$ cat config.mk
export PLATFORM = sky130hd
export DESIGN_NAME = config_loader
export DESIGN_NICKNAME = d
export VERILOG_FILES = /design/src/rtl/config_loader.sv
export SDC_FILE = /design/constraint.sdc
export NUM_CORES = 1
export LEC_CHECK = 0
export CAP_MARGIN = 20
export CORE_ASPECT_RATIO = 0.5
export CORE_MARGIN = 2
export CORE_UTILIZATION = 45
export CTS_BUF_LIST = sky130_fd_sc_hd__clkbuf_4 sky130_fd_sc_hd__clkbuf_8
export DETAILED_ROUTE_END_ITERATION = 8
export GPL_ROUTABILITY_DRIVEN = 0
export GPL_TIMING_DRIVEN = 0
export HOLD_SLACK_MARGIN = 0.15
export PLACE_DENSITY = 0.77
export SETUP_SLACK_MARGIN = 0.1
export SYNTH_ARGS = -nofsm -noshare
export SYNTH_HDL_FRONTEND = slang
export SYNTH_SLANG_ARGS = --single-unit
$ cat constraint.sdc
create_clock -name clk -period 5.2 [get_ports clk]
set_clock_uncertainty 0.05 [all_clocks]
set_input_delay 1.3 -clock clk [delete_from_list [all_inputs] [get_ports clk]]
set_output_delay 1.3 -clock clk [all_outputs]
set_load 0.02 [all_outputs]
$ cat src/rtl/config_loader.sv
// config_loader: collects a serial frame of NUM_INPUTS+1 config words,
// writes it into config_mem through the write_rdy/write_ack handshake,
// then gates the tile on/off. config_mem is never written while on_off=1,
// because the write path and the RUN state are mutually exclusive.
module config_loader #(
    parameter int unsigned WIDTH       = 16,
    parameter int unsigned NUM_INPUTS  = 8,
    parameter int unsigned ACK_TIMEOUT = 15
) (
    input  logic                            clk,
    input  logic                            reset,
    input  logic                            cfg_valid,
    output logic                            cfg_ready,
    input  logic [WIDTH-1:0]                cfg_data,
    input  logic                            cfg_last,
    input  logic                            start_run,
    input  logic                            stop_run,
    output logic                            mem_write_en,
    input  logic                            mem_write_rdy,
    input  logic                            mem_write_ack,
    output logic [WIDTH*(NUM_INPUTS+1)-1:0] mem_w_data,
    output logic                            mem_on_off,
    output logic                            busy,
    output logic                            done,
    output logic                            err
);

    localparam int unsigned CNT_W   = (NUM_INPUTS > 0) ? $clog2(NUM_INPUTS + 1) : 1;
    localparam int unsigned TMO_W   = $clog2(ACK_TIMEOUT + 1);
    localparam int unsigned FRAME_W = WIDTH * (NUM_INPUTS + 1);
    localparam logic [CNT_W-1:0] LAST_IDX = CNT_W'(NUM_INPUTS);
    localparam logic [TMO_W-1:0] TMO_LAST = TMO_W'(ACK_TIMEOUT - 1);

    typedef enum logic [2:0] {
        S_COLLECT,
        S_WAIT_RDY,
        S_WRITE,
        S_LOADED,
        S_RUN
    } state_t;

    state_t             state_q, state_d;
    logic [CNT_W-1:0]   cnt_q, cnt_d;
    logic [TMO_W-1:0]   tmo_q, tmo_d;
    logic [FRAME_W-1:0] data_q, data_d;
    logic               we_q, we_d;
    logic               on_q, on_d;
    logic               done_q, done_d;
    logic               err_q, err_d;
    logic [CNT_W-1:0]   word_idx;
    logic               accept;

    // Handshake and status decode straight from the current state
    always_comb begin
        cfg_ready = (state_q == S_COLLECT) | ((state_q == S_LOADED) & ~start_run);
        busy      = (state_q == S_WAIT_RDY) | (state_q == S_WRITE) |
                    ((state_q == S_COLLECT) & (cnt_q != '0));
        accept    = cfg_valid & cfg_ready;
    end

    // Next-state logic: frame collection, write handshake with timeout, run gating
    always_comb begin
        state_d  = state_q;
        cnt_d    = cnt_q;
        tmo_d    = tmo_q;
        data_d   = data_q;
        we_d     = we_q;
        on_d     = on_q;
        done_d   = 1'b0;
        err_d    = err_q;
        // A word accepted in LOADED opens a new frame, so it is word 0
        word_idx = (state_q == S_LOADED) ? '0 : cnt_q;

        case (state_q)
            S_COLLECT, S_LOADED: begin
                if ((state_q == S_LOADED) && start_run && !stop_run) begin
                    state_d = S_RUN;
                    on_d    = 1'b1;
                end else if (accept) begin
                    for (int unsigned i = 0; i <= NUM_INPUTS; i++) begin
                        if (word_idx == CNT_W'(i)) begin
                            data_d[i*WIDTH +: WIDTH] = cfg_data;
                        end
                    end
                    // Clear first so that an error on word 0 itself still sets err
                    if (word_idx == '0) begin
                        err_d = 1'b0;
                    end
                    state_d = S_COLLECT;
                    cnt_d   = '0;
                    if (word_idx == LAST_IDX) begin
                        if (cfg_last) begin
                            state_d = S_WAIT_RDY;
                            tmo_d   = '0;
                        end else begin
                            err_d = 1'b1;
                        end
                    end else if (cfg_last) begin
                        err_d = 1'b1;
                    end else begin
                        cnt_d = word_idx + CNT_W'(1);
                    end
                end
            end

            S_WAIT_RDY: begin
                if (tmo_q == TMO_LAST) begin
                    state_d = S_COLLECT;
                    we_d    = 1'b0;
                    err_d   = 1'b1;
                end else begin
                    tmo_d = tmo_q + TMO_W'(1);
                    if (mem_write_rdy) begin
                        state_d = S_WRITE;
                        we_d    = 1'b1;
                    end
                end
            end

            S_WRITE: begin
                // An ack on the final budgeted cycle still completes the write
                if (mem_write_ack) begin
                    state_d = S_LOADED;
                    we_d    = 1'b0;
                    done_d  = 1'b1;
                end else if (tmo_q == TMO_LAST) begin
                    state_d = S_COLLECT;
                    we_d    = 1'b0;
                    err_d   = 1'b1;
                end else begin
                    tmo_d = tmo_q + TMO_W'(1);
                end
            end

            S_RUN: begin
                if (stop_run) begin
                    state_d = S_LOADED;
                    on_d    = 1'b0;
                end
            end

            default: begin
                state_d = S_COLLECT;
                cnt_d   = '0;
                we_d    = 1'b0;
                on_d    = 1'b0;
            end
        endcase
    end

    // State and registered outputs; async reset drops the write strobe at once
    always_ff @(posedge clk or posedge reset) begin
        if (reset) begin
            state_q <= S_COLLECT;
            cnt_q   <= '0;
            tmo_q   <= '0;
            data_q  <= '0;
            we_q    <= 1'b0;
            on_q    <= 1'b0;
            done_q  <= 1'b0;
            err_q   <= 1'b0;
        end else begin
            state_q <= state_d;
            cnt_q   <= cnt_d;
            tmo_q   <= tmo_d;
            data_q  <= data_d;
            we_q    <= we_d;
            on_q    <= on_d;
            done_q  <= done_d;
            err_q   <= err_d;
        end
    end

    assign mem_write_en = we_q;
    assign mem_on_off   = on_q;
    assign done         = done_q;
    assign err          = err_q;
    assign mem_w_data   = data_q;

endmodule

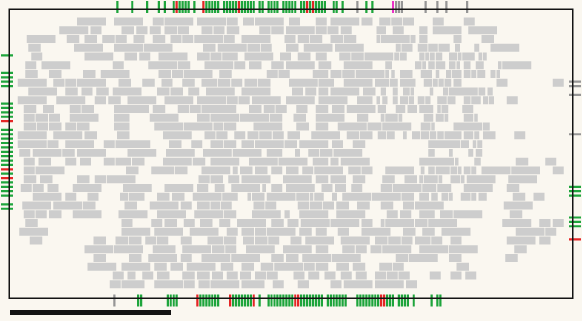
Run 1: ports around the boundary
Scale bar: 50 microns. Pins as bars across the die edge, other pins in gray.
- cfg_last: magenta (pins 1; direction input; edge north)
- cfg_data: red (pins 16; direction input; edge 7 south, 5 north, 3 west, 1 east)
- mem_w_data: green (pins 144; direction output; edge 64 south, 49 north, 25 west, 6 east)
Die Height: 89.2 microns
number of port buffers: 173
die span in x: 174 microns

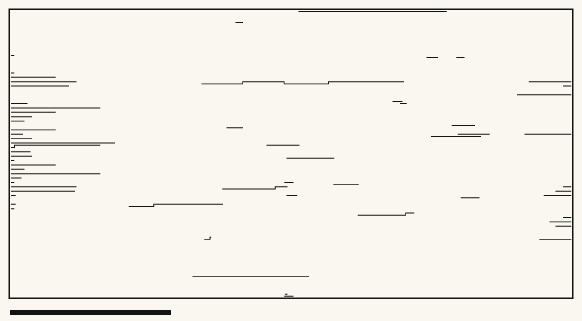
Run 1: M3 wires
Scale bar: 50 microns.
- main direction: horizontal
- longest straight run: 45.8 microns
Vias: 4,332
final WL: 16.0 mm
met3 GRT Util: 0.0570

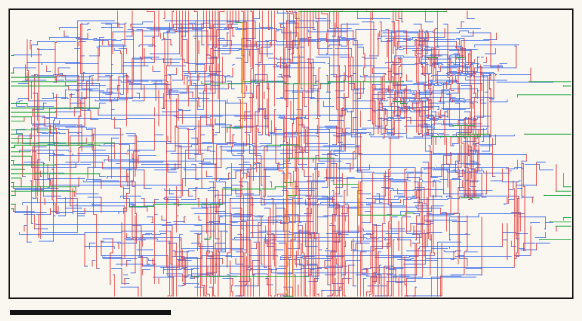
Run 1: signal wires by layer
Scale bar: 50 microns.
- met3: green (wire length 691 microns)
- met4: orange (wire length 158 microns)
- met2: red (wire length 8,230 microns)
- met1: blue (wire length 6,920 microns)
WL per Instance: 18.8 microns
GRT Resource Usage Total: 0.213

==> GITHUB_STEP_SUMMARY, run 1 <==
### Flow metrics

| Metric | Value |
|---|---|
| Ant diodes | 0 |
| Area occupied by registers | just under 4000 sq um |
| Synth area leaders | dfrtp_1, mux2_2, ha_1 |
| Sw power | around 1.7 mW |
| Nature of the critical path endpoint | output port |
| Clock Tree Buf Depth | 2 |
| Worst R2R Setup Slack | between 2 and 2.5 ns |
| Top Usage Layer GRT | met2 |
| Most common logic cell in the routed design | clkdlybuf4s50_1 |
| Top Ports | 174 |
| Hold Startpoint | mem_on_off |
| Max H-tree Level | 4 |
| Final Setup Violations | 0 |
| AND-OR/OR-AND share of the synthesized area | 0.0455 |
| Comb area leader | multiplexers |
| CP Class | in2out |
| NumNets Final | 672 |
| Chip area line of the yosys report | around 6500 sq um |
| Metal3 WL | between 600 and 700 microns |
| RSZ-0062 raised after global routing | no |
| Tapcells | 198 |
| Rel. slew slack | 0.444 |
| Area grow syn2layout | 38.5% |
| CTS tree | done |
| Least-Margin Pin Slew | around 0.83 ns |
| NonClk Buf Share | 0.211 |
| Insertion Delay late pin | roughly 0.44 ns |
| Adder Area Share | 0.0115 |
| Log Warnings | 30 |
| Hold Path End | mem_on_off |
| Post-synthesis sequential area ratio | 0.608 |
| Ys Warns | 0 |
| Worst Setup SP | start_run |
| Worst min path class | reg2reg |
| Layout cells sized above 1 | 0.308 |
| Bufs w/o clock | between 150 and 200 |
| Highest routed metal layer | met4 |
| Final Cell Area | 9060 sq um |
| # Cells Yosys | roughly 450 |
| Initial antenna violation count | 0 |
| Status | finished, final reports clean |
| Clock period minus worst slack | approximately 4.3 ns |
| Multi-input gate count | 258 |
| Global route total overflow | 0 |
==> run 1: sequential cells by signal, summed over array words and instances (netlist names) <==
register	count
cnt_q	4
tmo_q	4
err	1
done	1
mem_w_data	144
state_q	3
mem_write_en	1
mem_on_off	1
==> run 1: power by group through the flow <==
stage                     Clock [mW]  Combinational, mW  Sequential, mW
after floorplan                    0              0.774            2.11
after global placement             0               1.97            1.75
after detailed placement           0               2.01            1.76
after CTS                       1.07               2.02            1.74
after global routing            1.13               2.12            1.78
final                           1.04               2.00            1.74
==> run 1: worst max-delay path, cell delays in order <==
cell	delay (ns)
clkdlybuf4s50_1	0.48
nand3b_1	0.33
a21oi_1	0.19
clkdlybuf4s50_1	0.63
--- run 2 (diff from run 1) ---
clock period = 3.75 ns   (was 5.2 ns; I/O delays follow)
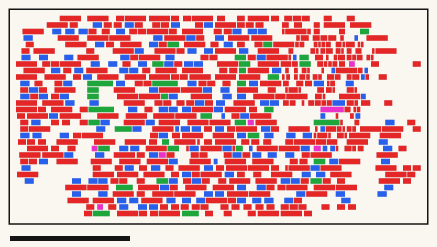
Run 2: cell sizes after repair
Scale bar: 50 microns.
- drive 3 to 4: magenta (cells 7; share 1.1%)
- drive 1 or less: red (cells 452; share 69%)
- drive 6 and up: green (cells 34; share 5.2%)
- drive 2: blue (cells 163; share 25%)
bufs w/o clock: 197
Final Cell Area: 9070 sq um

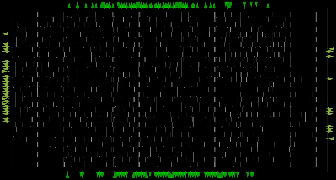
Run 2: placed standard cells
Fillers: 1,090
sequential cell count: 159
post-layout util: 0.633

==> run 2 against run 1 <==
  * Core utilization increased by 0.061 points
  * Critical path type is now reg2out
  * Register-to-register slack got worse by 1.4 ns
  * Sequential cell count unchanged
==> GITHUB_STEP_SUMMARY, run 2 <==
### Flow metrics

| Metric | Value |
|---|---|
| Die Height | 89.2 microns (unchanged) |
| Least-Margin Pin Slew | 0.840 ns (+0.00536 ns) |
| Tapcells | 198 (unchanged) |
| Layout cells sized above 1 | 0.311 (+0.00258) |
| Sequential power | 2.41 mW (+39%) |
| RSZ-0062 raised after global routing | no |
| Hold Path End | mem_on_off |
| Adder Area Share | 0.0115 (unchanged) |
| Clock Tree Buf Depth | 2 (unchanged) |
| Worst R2R Setup Slack | 0.60 ns (-1.45 ns) |
| Ant diodes | 0 (unchanged) |
| Most common logic cell in the routed design | clkdlybuf4s50_1 |
| Area occupied by registers | 3980 sq um (unchanged) |
| Multi-input gate count | 258 (unchanged) |
| Hold Startpoint | mem_on_off |
| Clk power | 1.45 mW (+39%) |
| Rel. slew slack | 0.440 (-0.00358) |
| Area grow syn2layout | 38.7% (about the same) |
| NonClk Buf Share | 0.211 (+0.000762) |
| Slowest CP cell | clkdlybuf4s50_1 |
| Comb area leader | multiplexers |
| Chip area line of the yosys report | 6540 sq um (unchanged) |
| Status | finished, final reports clean |
| Max H-tree Level | 4 (unchanged) |
| NumNets Final | 673 (+0.15%) |
| Max incr delay on CP | 0.60 ns (-0.03 ns) |
| Crit path cell chain | buf_2 -> clkbuf_1 -> clkbuf_2 -> a21oi_1 -> o41a_1 -> clkdlybuf4s50_1 |
| Sw power | 2.32 mW (+39%) |
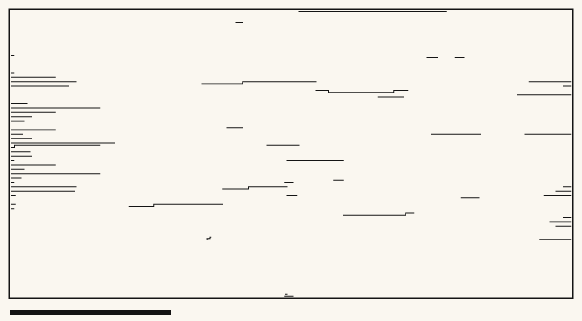
Run 2: M3 wires
Scale bar: 50 microns.
- share of all routed wire: 4.0%
- nets with wire on the layer: 49
- main direction: horizontal
- longest straight run: 45.8 microns
final WL: 16.0 mm
Vias: 4,326

-- run 2: metrics by stage --
step                      setup WS [ns]  power, mW   util  hold slack [ns]  instance area, sq um
after floorplan                   0.748       4.00      -            0.457                  6540
final                             0.314       6.63  0.633            0.442                  9070
after CTS                         0.193       6.70  0.633            0.459                  9060
after detailed placement          0.197       5.23  0.601            0.437                  8600
after global placement           -0.599       5.15  0.595            0.427                  8520
after global routing              0.144       6.97  0.633            0.469                  9070
-- run 2: what timing repair did --
item / in CTS / in global routing
gates resized: 0 / 2
buffers inserted: 0 / 1
endpoints found under the setup margin: 0 / 2
-- run 2: critical path, delay by kind of cell (launching register included) --
kind / cells / cell delay (ns)
buffers and inverters: 4 / 1.26
flip-flops: 1 / 0.38
AND-OR/OR-AND: 2 / 0.36
Power is estimated from default activity; no workload was simulated.
